File: src/rtl/snn_syn_defs.sv
// Shared widths, row geometry and fetch FSM state encoding for the synapse weight fetch block.
// Pure definitions: no logic, no latency.
// Backpressure: not applicable.
package snn_syn_defs;

   localparam int PRE_W          = 8;
   localparam int POST_W         = 8;
   localparam int WGT_W          = 4;
   localparam int DATA_W         = 32;
   localparam int ADDR_W         = 13;
   localparam int BEATS_PER_WORD = DATA_W / WGT_W;
   localparam int WORDS_PER_ROW  = 32;

   typedef enum logic [1:0] {
      S_IDLE  = 2'd0,
      S_FIRST = 2'd1,
      S_WAIT  = 2'd2,
      S_EMIT  = 2'd3
   } fetch_state_e;

endpackage

File: src/rtl/syn_weight_unpack.sv
// Selects the current weight nibble out of the buffered SRAM word and flags a zero weight.
// Latency: purely combinational.
// Backpressure: none; the caller holds wbuf/beat stable while stalled.
module syn_weight_unpack
   import snn_syn_defs::*;
#(
   parameter int DATA_W = snn_syn_defs::DATA_W,
   parameter int WGT_W  = snn_syn_defs::WGT_W,
   parameter int BEAT_W = $clog2(DATA_W / WGT_W)
) (
   input  logic [DATA_W-1:0] wbuf_i,
   input  logic [BEAT_W-1:0] beat_i,
   output logic [WGT_W-1:0]  wgt_o,
   output logic              zero_o
);

   // Beat k of a word lives in bits [WGT_W*k +: WGT_W].
   always_comb begin
      wgt_o  = wbuf_i[WGT_W*beat_i +: WGT_W];
      zero_o = (wgt_o == '0);
   end

endmodule

File: src/rtl/syn_weight_fetch.sv
// Sweeps one presynaptic row (32 SRAM words) per accepted event and emits one weight beat per post neuron.
// Latency: first beat 3 cycles after the accept cycle; 1 beat/cycle sustained, EVT_READY again at accept+259.
// Backpressure: OUT_READY low freezes all outputs and keeps SRAM_CS low; the prefetched word waits in SRAM Q.
// Optional build macro SYN_WEIGHT_FETCH_SKIP_ZERO_EN: zero weights (except post 255) are skipped, one per cycle.
module syn_weight_fetch
   import snn_syn_defs::*;
#(
   parameter int PRE_W  = snn_syn_defs::PRE_W,
   parameter int POST_W = snn_syn_defs::POST_W,
   parameter int WGT_W  = snn_syn_defs::WGT_W,
   parameter int DATA_W = snn_syn_defs::DATA_W,
   parameter int ADDR_W = snn_syn_defs::ADDR_W
) (
   input  logic              CK,
   input  logic              RST,
   input  logic              EVT_VALID,
   output logic              EVT_READY,
   input  logic [PRE_W-1:0]  EVT_PRE,
   output logic              OUT_VALID,
   input  logic              OUT_READY,
   output logic [POST_W-1:0] OUT_POST,
   output logic [WGT_W-1:0]  OUT_WGT,
   output logic              OUT_LAST,
   input  logic              CFG_WE,
   input  logic [ADDR_W-1:0] CFG_ADDR,
   input  logic [DATA_W-1:0] CFG_DATA,
   output logic              CFG_READY,
   output logic              SRAM_CS,
   output logic              SRAM_WE,
   output logic [ADDR_W-1:0] SRAM_A,
   output logic [DATA_W-1:0] SRAM_D,
   input  logic [DATA_W-1:0] SRAM_Q
);

   localparam int BEAT_W = $clog2(DATA_W / WGT_W);
   localparam int WIDX_W = ADDR_W - PRE_W;

   localparam logic [BEAT_W-1:0] LAST_BEAT     = BEAT_W'(DATA_W / WGT_W - 1);
   localparam logic [WIDX_W-1:0] LAST_WORD     = WIDX_W'(WORDS_PER_ROW - 1);
   // Highest word index whose beat-7 advance still has a word two ahead to prefetch.
   localparam logic [WIDX_W-1:0] LAST_PREFETCH = WIDX_W'(WORDS_PER_ROW - 3);

`ifdef SYN_WEIGHT_FETCH_SKIP_ZERO_EN
   localparam bit SKIP_ZERO = 1'b1;
`else
   localparam bit SKIP_ZERO = 1'b0;
`endif

   fetch_state_e      state_q, state_d;
   logic [PRE_W-1:0]  pre_q,   pre_d;
   logic [WIDX_W-1:0] widx_q,  widx_d;
   logic [BEAT_W-1:0] beat_q,  beat_d;
   logic [DATA_W-1:0] wbuf_q,  wbuf_d;

   logic wgt_zero;
   logic is_last_beat;
   logic skip;
   logic advance;

   syn_weight_unpack #(
      .DATA_W (DATA_W),
      .WGT_W  (WGT_W),
      .BEAT_W (BEAT_W)
   ) u_unpack (
      .wbuf_i (wbuf_q),
      .beat_i (beat_q),
      .wgt_o  (OUT_WGT),
      .zero_o (wgt_zero)
   );

   // Handshake and output flags, all derived from registered state only.
   always_comb begin
      is_last_beat = (widx_q == LAST_WORD) && (beat_q == LAST_BEAT);
      // Post 255 is never skipped so the consumer always sees OUT_LAST.
      skip         = SKIP_ZERO && (state_q == S_EMIT) && wgt_zero && !is_last_beat;
      OUT_VALID    = (state_q == S_EMIT) && !skip;
      OUT_LAST     = (state_q == S_EMIT) && is_last_beat;
      advance      = skip || (OUT_VALID && OUT_READY);
      OUT_POST     = POST_W'({widx_q, beat_q});
      CFG_READY    = (state_q == S_IDLE);
      EVT_READY    = (state_q == S_IDLE) && !CFG_WE;
   end

   // Next-state and SRAM pin decode; SRAM pins stay idle unless a case below drives them.
   always_comb begin
      state_d = state_q;
      pre_d   = pre_q;
      widx_d  = widx_q;
      beat_d  = beat_q;
      wbuf_d  = wbuf_q;
      SRAM_CS = 1'b0;
      SRAM_WE = 1'b0;
      SRAM_A  = '0;
      SRAM_D  = '0;
      case (state_q)
         S_IDLE: begin
            if (CFG_WE) begin
               // Host writes win over a pending event in the same cycle.
               SRAM_CS = 1'b1;
               SRAM_WE = 1'b1;
               SRAM_A  = CFG_ADDR;
               SRAM_D  = CFG_DATA;
            end else if (EVT_VALID) begin
               pre_d   = EVT_PRE;
               widx_d  = '0;
               state_d = S_FIRST;
            end
         end
         S_FIRST: begin
            SRAM_CS = 1'b1;
            SRAM_A  = {pre_q, WIDX_W'(0)};
            state_d = S_WAIT;
         end
         S_WAIT: begin
            // Word 0 lands in wbuf; word 1 is parked in SRAM Q as the second buffer.
            wbuf_d  = SRAM_Q;
            beat_d  = '0;
            SRAM_CS = 1'b1;
            SRAM_A  = {pre_q, WIDX_W'(1)};
            state_d = S_EMIT;
         end
         S_EMIT: begin
            if (advance) begin
               if (beat_q == LAST_BEAT) begin
                  if (widx_q != LAST_WORD) begin
                     wbuf_d = SRAM_Q;
                     widx_d = widx_q + WIDX_W'(1);
                     beat_d = '0;
                     if (widx_q <= LAST_PREFETCH) begin
                        SRAM_CS = 1'b1;
                        SRAM_A  = {pre_q, widx_q + WIDX_W'(2)};
                     end
                  end else begin
                     state_d = S_IDLE;
                  end
               end else begin
                  beat_d = beat_q + BEAT_W'(1);
               end
            end
         end
         default: state_d = S_IDLE;
      endcase
   end

   // State registers; reset abandons any sweep in flight.
   always_ff @(posedge CK or posedge RST) begin
      if (RST) begin
         state_q <= S_IDLE;
         pre_q   <= '0;
         widx_q  <= '0;
         beat_q  <= '0;
         wbuf_q  <= '0;
      end else begin
         state_q <= state_d;
         pre_q   <= pre_d;
         widx_q  <= widx_d;
         beat_q  <= beat_d;
         wbuf_q  <= wbuf_d;
      end
   end

endmodule
File: config.mk
export PLATFORM = sky130hd
export DESIGN_NAME = syn_weight_fetch
export DESIGN_NICKNAME = d
export VERILOG_FILES = /design/src/rtl/snn_syn_defs.sv /design/src/rtl/syn_weight_unpack.sv /design/src/rtl/syn_weight_fetch.sv
export SDC_FILE = /design/constraint.sdc
export NUM_CORES = 1
export LEC_CHECK = 0
export CAP_MARGIN = 20
export CORE_ASPECT_RATIO = 1.5
export CORE_UTILIZATION = 43
export DETAILED_ROUTE_END_ITERATION = 8
export MAX_ROUTING_LAYER = met4
export PLACE_DENSITY = 0.88
export RECOVER_POWER = 100
export SYNTH_ARGS = -nofsm -noshare
export SYNTH_HDL_FRONTEND = slang
export SYNTH_HIERARCHICAL = 1
export SYNTH_SLANG_ARGS = --single-unit
File: constraint.sdc
create_clock -name CK -period 5.65 [get_ports CK]
set_input_delay 1.4125 -clock CK [delete_from_list [all_inputs] [get_ports CK]]
set_output_delay 1.4125 -clock CK [all_outputs]
set_load 0.01 [all_outputs]
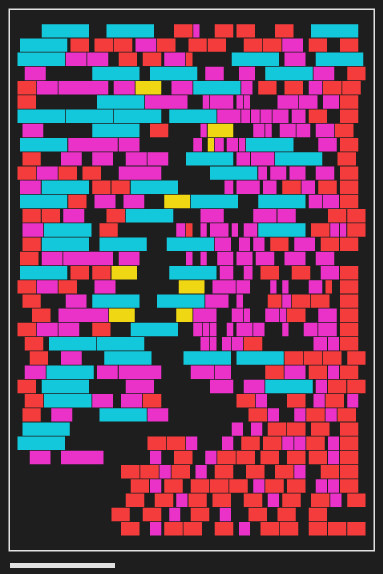
Fig. 1. Placement by cell class (run 1).
Scale bar: 20 um.
Key: yellow = clock drivers and dummy loads [cells 8]; red = remaining buffers and delay cells [cells 156]; magenta = combinational and other logic [cells 178]; cyan = sequential cells [cells 50]

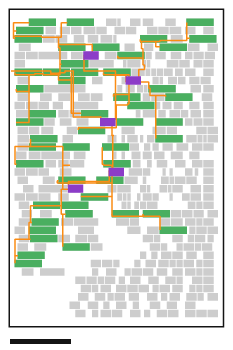
Fig. 2. Clock network drawn from the DEF (run 1).
Scale bar: 20 um.
Key: purple = clock drivers [count 5]; orange = clock wires [length 559 um]; green = flip-flops [count 50]
Position of the flops: widely spread.

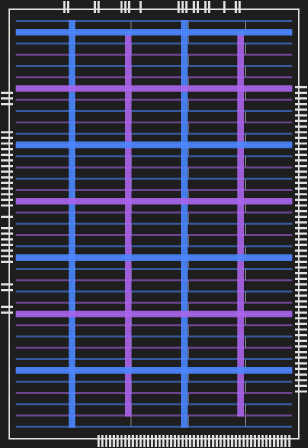
Fig. 3. Floorplan with the power grid (run 1).
Pins as bars on the die edge. Tap cells in grey.
Key: blue = VSS; purple = VDD
76 tap cells. 37 met1 rails follow the rows. 4 straps on met4. The core has 36 rows.

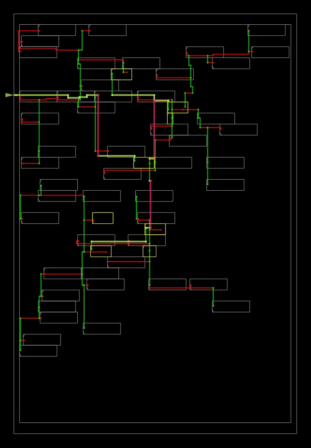
Fig. 4. Clock wiring as the flow saved it (run 1).
Num CTS Buffers: 5
Final Skew: 10.1 ps
clock buffers: 7
Seq cells: 50

[run 1: final cells by class]
type | instances | area (sq um) | area share, %
clock buffers | 7 | 86.3 | 1.90
clock inverters | 1 | 8.76 | 0.192
inverters | 9 | 33.8 | 0.742
multi-input cells | 169 | 1540 | 33.8
flip-flops and latches | 50 | 1250 | 27.5
well taps | 76 | 95.1 | 2.09
repair buffers | 156 | 1540 | 33.8
[run 1: state kept, by name, summed over array words and instances (netlist names)]
name,cells
wbuf_q,32
pre_q,8
widx_q,5
beat_q,3
state_q,2
[run 1: critical path, cell delays in order]
cell and delay, ps:
dlygate4sd3_1 610, nand4b_1 120, a41o_1 250, nor2_1 570, a22o_1 210, dlygate4sd3_1 600
[run 1: metrics by stage]
stage / std cells / area (sq um) / total power, mW / utilization, % / setup WS, ps
6_report: 468 / 4550 / 1.91 / 69.7 / 458
5_1_grt: 468 / 4550 / 2.03 / 69.7 / 316
4_1_cts: 467 / 4590 / 1.98 / 70.3 / 714
3_5_place_dp: 459 / 4500 / 1.76 / 68.9 / 714
3_3_place_gp: 459 / 4500 / 1.71 / 68.9 / 805
2_1_floorplan: 244 / 2940 / 1.31 / - / 2040
[run 1: final timing paths]
kind,from,endpoint,slack (ps),cells after the start
hold / removal,wbuf_q[21],wbuf_q[21],500,1
hold reg to reg,wbuf_q[21],wbuf_q[21],500,1
max in group asynchronous,RST,wbuf_q[24],1920,3
min in group asynchronous,RST,widx_q[0],1570,2
setup reg to reg,beat_q[0],wbuf_q[11],2280,6
setup / recovery,OUT_READY,SRAM_A[3],460,6
[run 1: power groups by stage]
| stage | registers [mW] | logic (mW) | clock network (mW) |
|---|---|---|---|
| global placement | 0.643 | 1.07 | 0 |
| global route | 0.667 | 1.13 | 0.238 |
| CTS | 0.647 | 1.10 | 0.226 |
| detailed placement | 0.654 | 1.10 | 0 |
| floorplan | 0.607 | 0.703 | 0 |
| finish | 0.645 | 1.04 | 0.219 |
[run 1: routing by layer]
metal  share of wire, %  track usage [%]  vias up
met5                  0                -        -
met4                1.6             6.59        0
met3                6.2             4.26       14
met2                 53             39.1      108
met1                 39             24.0     1222
li1                   -                -     1201
==> job_summary.md, run 1 <==
### Yosys + OpenROAD results

| Metric | Value |
|---|---|
| Period utilization | 91.9% |
| Failing checks | max-capacitance violations, max-slew violations |
| Gate Count Post-Synth | 244 |
| Vias per Instance | roughly 5.4 |
| Chip area | 0.00718 sq mm |
| Post-CTS Setup Bufs | 0 |
| YS warnings | 6 |
| Final nets | a little under 500 |
| Top logic cells by instance count in the layout | clkdlybuf4s50_1, dlygate4sd3_1, dfrtp_1 |
| Worst Path Arrival | between 3000 and 4000 ps |
| Most frequent logic cell in the layout | clkdlybuf4s50_1 |
| Crit end category | primary output |
| Drt total wl | about 7.6 mm |
| Total GRT Usage | 21.5% |
| Filler cell count | 509 |
| Clk sinks | 50 |
| Syn Area/Cell | 12.1 sq um |
| Max Cap Violations | 2 |
| H-tree depth | 2 |
| Worst path required time | roughly 4200 ps |
| Pwr/cell area | 418 mW/mm^2 |
| ANT cells | 0 |
| Layout cells sized above 1 | 13.8% |
| Leakage Power | 2.09 nW |
| Net Sw Power | approximately 670 uW |
| First-pass GRT wire length | between 10 and 15 mm |
| DP Wirelength | 5.83 mm |
| CTS root buf | clkbuf_8 |
| Die Height | 103 um |
| Cell area after synthesis | approximately 0.003 sq mm |
| Outcome | finished with violations |
| Comb power frac | about 55% |
| Clock network fraction of design power | 11.5% |
| Port bufs | approximately 150 |
| Final Setup Violations | 0 |
| RSZ-0062 raised after global routing | false |
| Fin Setup TNS | 0 ps |
| Clock-pin slew on the worst setup and hold paths | 90 ps |
| Number of OpenROAD warnings | 31 |
| Max Root-Sink Buffers | 2 |
| Area delta synth->final | 54.9% |
| Worst slew pin tran | 1900 ps |
| Total grt overflow | 0 |
| Drt first pass iters | 4 |
| Fin. max-slew vios | 70 |
| I/O pin total | 153 |
| CP Launch Type | input port |
--- run 2 (diff from run 1) ---
Settings changed: CTS_CLUSTER_DIAMETER from default to 60, SETUP_SLACK_MARGIN from default to 0.05.
==> run 2 against run 1 <==
  * The run still ends with max-capacitance violations, max-slew violations left
  * Highest routed layer unchanged
  * Global-route usage stayed put
  * Wire length stayed put
  * Critical path depth stayed put
  * Die size stayed put
  * Fmax stayed put
  * Synthesized cell count stayed put
==> job_summary.md, run 2 <==
### Yosys + OpenROAD results

| Metric | Value |
|---|---|
| Outcome | finished with violations (unchanged) |
| Failing checks | max-capacitance violations, max-slew violations (unchanged) |
| Syn Area/Cell | 12.1 sq um (unchanged) |
| Gate Count Post-Synth | 244 (unchanged) |
| Layout cells sized above 1 | 13.8% (unchanged) |
| Crit end category | primary output (unchanged) |
| Fin. max-slew vios | 70 (unchanged) |
| Max Root-Sink Buffers | 2 (unchanged) |
| Post-CTS Setup Bufs | 0 (unchanged) |
| Clock-pin slew on the worst setup and hold paths | 90 ps (about the same) |
| Final nets | 492 (unchanged) |
| Cell area after synthesis | 0.00294 sq mm (unchanged) |
| DP Wirelength | 5.83 mm (unchanged) |
| Max Cap Violations | 2 (unchanged) |
| Layout Cells excl Fill | 468 (unchanged) |
| Area delta synth->final | 54.9% (unchanged) |
| First-pass GRT wire length | 12.1 mm (unchanged) |
| Worst Path Arrival | 3780 ps (about the same) |
| Slowest library cell on the worst path | dlygate4sd3_1 (unchanged) |
| YS warnings | 6 (unchanged) |
| Number of OpenROAD warnings | 31 (unchanged) |
| I/O pin total | 153 (unchanged) |
[run 2: worst reg2reg max path, cell delays in order (launching register included)]
cell      delay (ps)
dfrtp_1          750
ha_1             270
ha_1             250
nand4b_1         130
o21ai_0          130
clkbuf_1        1260
mux2_2           460
[run 2: cell type report]
| cell class | instances | area, sq um |
|---|---|---|
| Multi-Input combinational cell | 169 | 1540 |
| Tap cell | 76 | 95.1 |
| Clock inverter | 1 | 8.76 |
| Fill cell | 509 | 1980 |
| Inverter | 9 | 33.8 |
| Sequential cell | 50 | 1250 |
| Timing Repair Buffer | 156 | 1540 |
| Clock buffer | 7 | 86.3 |
[run 2: final timing paths]
check                           slack [ps]          to  depth (start not counted)        from
worst min-delay path                   500  wbuf_q[21]                          1  wbuf_q[21]
worst max register to register        2280  wbuf_q[11]                          6   beat_q[0]
min in group asynchronous             1570   widx_q[0]                          2         RST
max in group asynchronous             1920  wbuf_q[24]                          3         RST
worst min register to register         500  wbuf_q[21]                          1  wbuf_q[21]
worst max-delay path                   460   SRAM_A[3]                          6   OUT_READY
[run 2: power by group through the flow]
stage	Sequential [mW]	Clock, mW	Combinational [mW]
finish	0.645	0.219	1.04
global route	0.667	0.238	1.13
CTS	0.647	0.226	1.10
detailed placement	0.654	0	1.10
global placement	0.643	0	1.07
floorplan	0.607	0	0.703
[run 2: stage by stage]
step	setup WS (ps)	power (mW)	util, %
4_1_cts	714	1.98	70.3
5_1_grt	316	2.03	69.7
2_1_floorplan	2040	1.31	-
3_3_place_gp	805	1.71	68.9
3_5_place_dp	714	1.76	68.9
6_report	458	1.91	69.7
[run 2: layer usage]
metal	vias to the layer above	global-route usage, %	routed length [um]
met5	-	-	0
met4	0	6.59	123
met3	14	4.26	471
met2	108	39.1	4050
met1	1222	24.0	2980
li1	1201	-	-
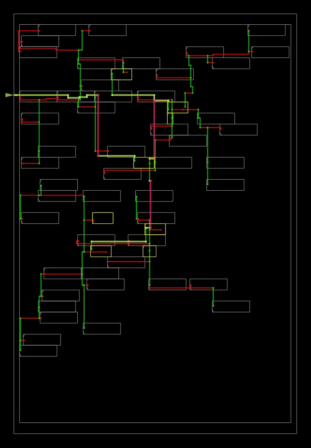
Fig. 5. Clock wiring as the flow saved it (run 2).
Clock Latency Late Sink: 300 ps
Clk power: 219 uW
clk sinks: 50

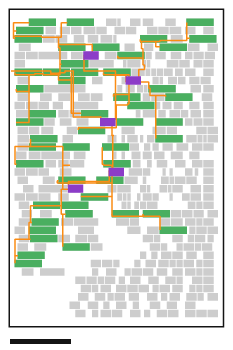
Fig. 6. Clock network drawn from the DEF (run 2).
Scale bar: 20 um.
Key: orange = clock wires [length 559 um]; green = flip-flops [count 50]; purple = clock drivers [count 5]
There are 6 routed clock nets. Position of the flops: widely spread.

Power figures rest on the tool's default switching activity, not on a simulated workload.
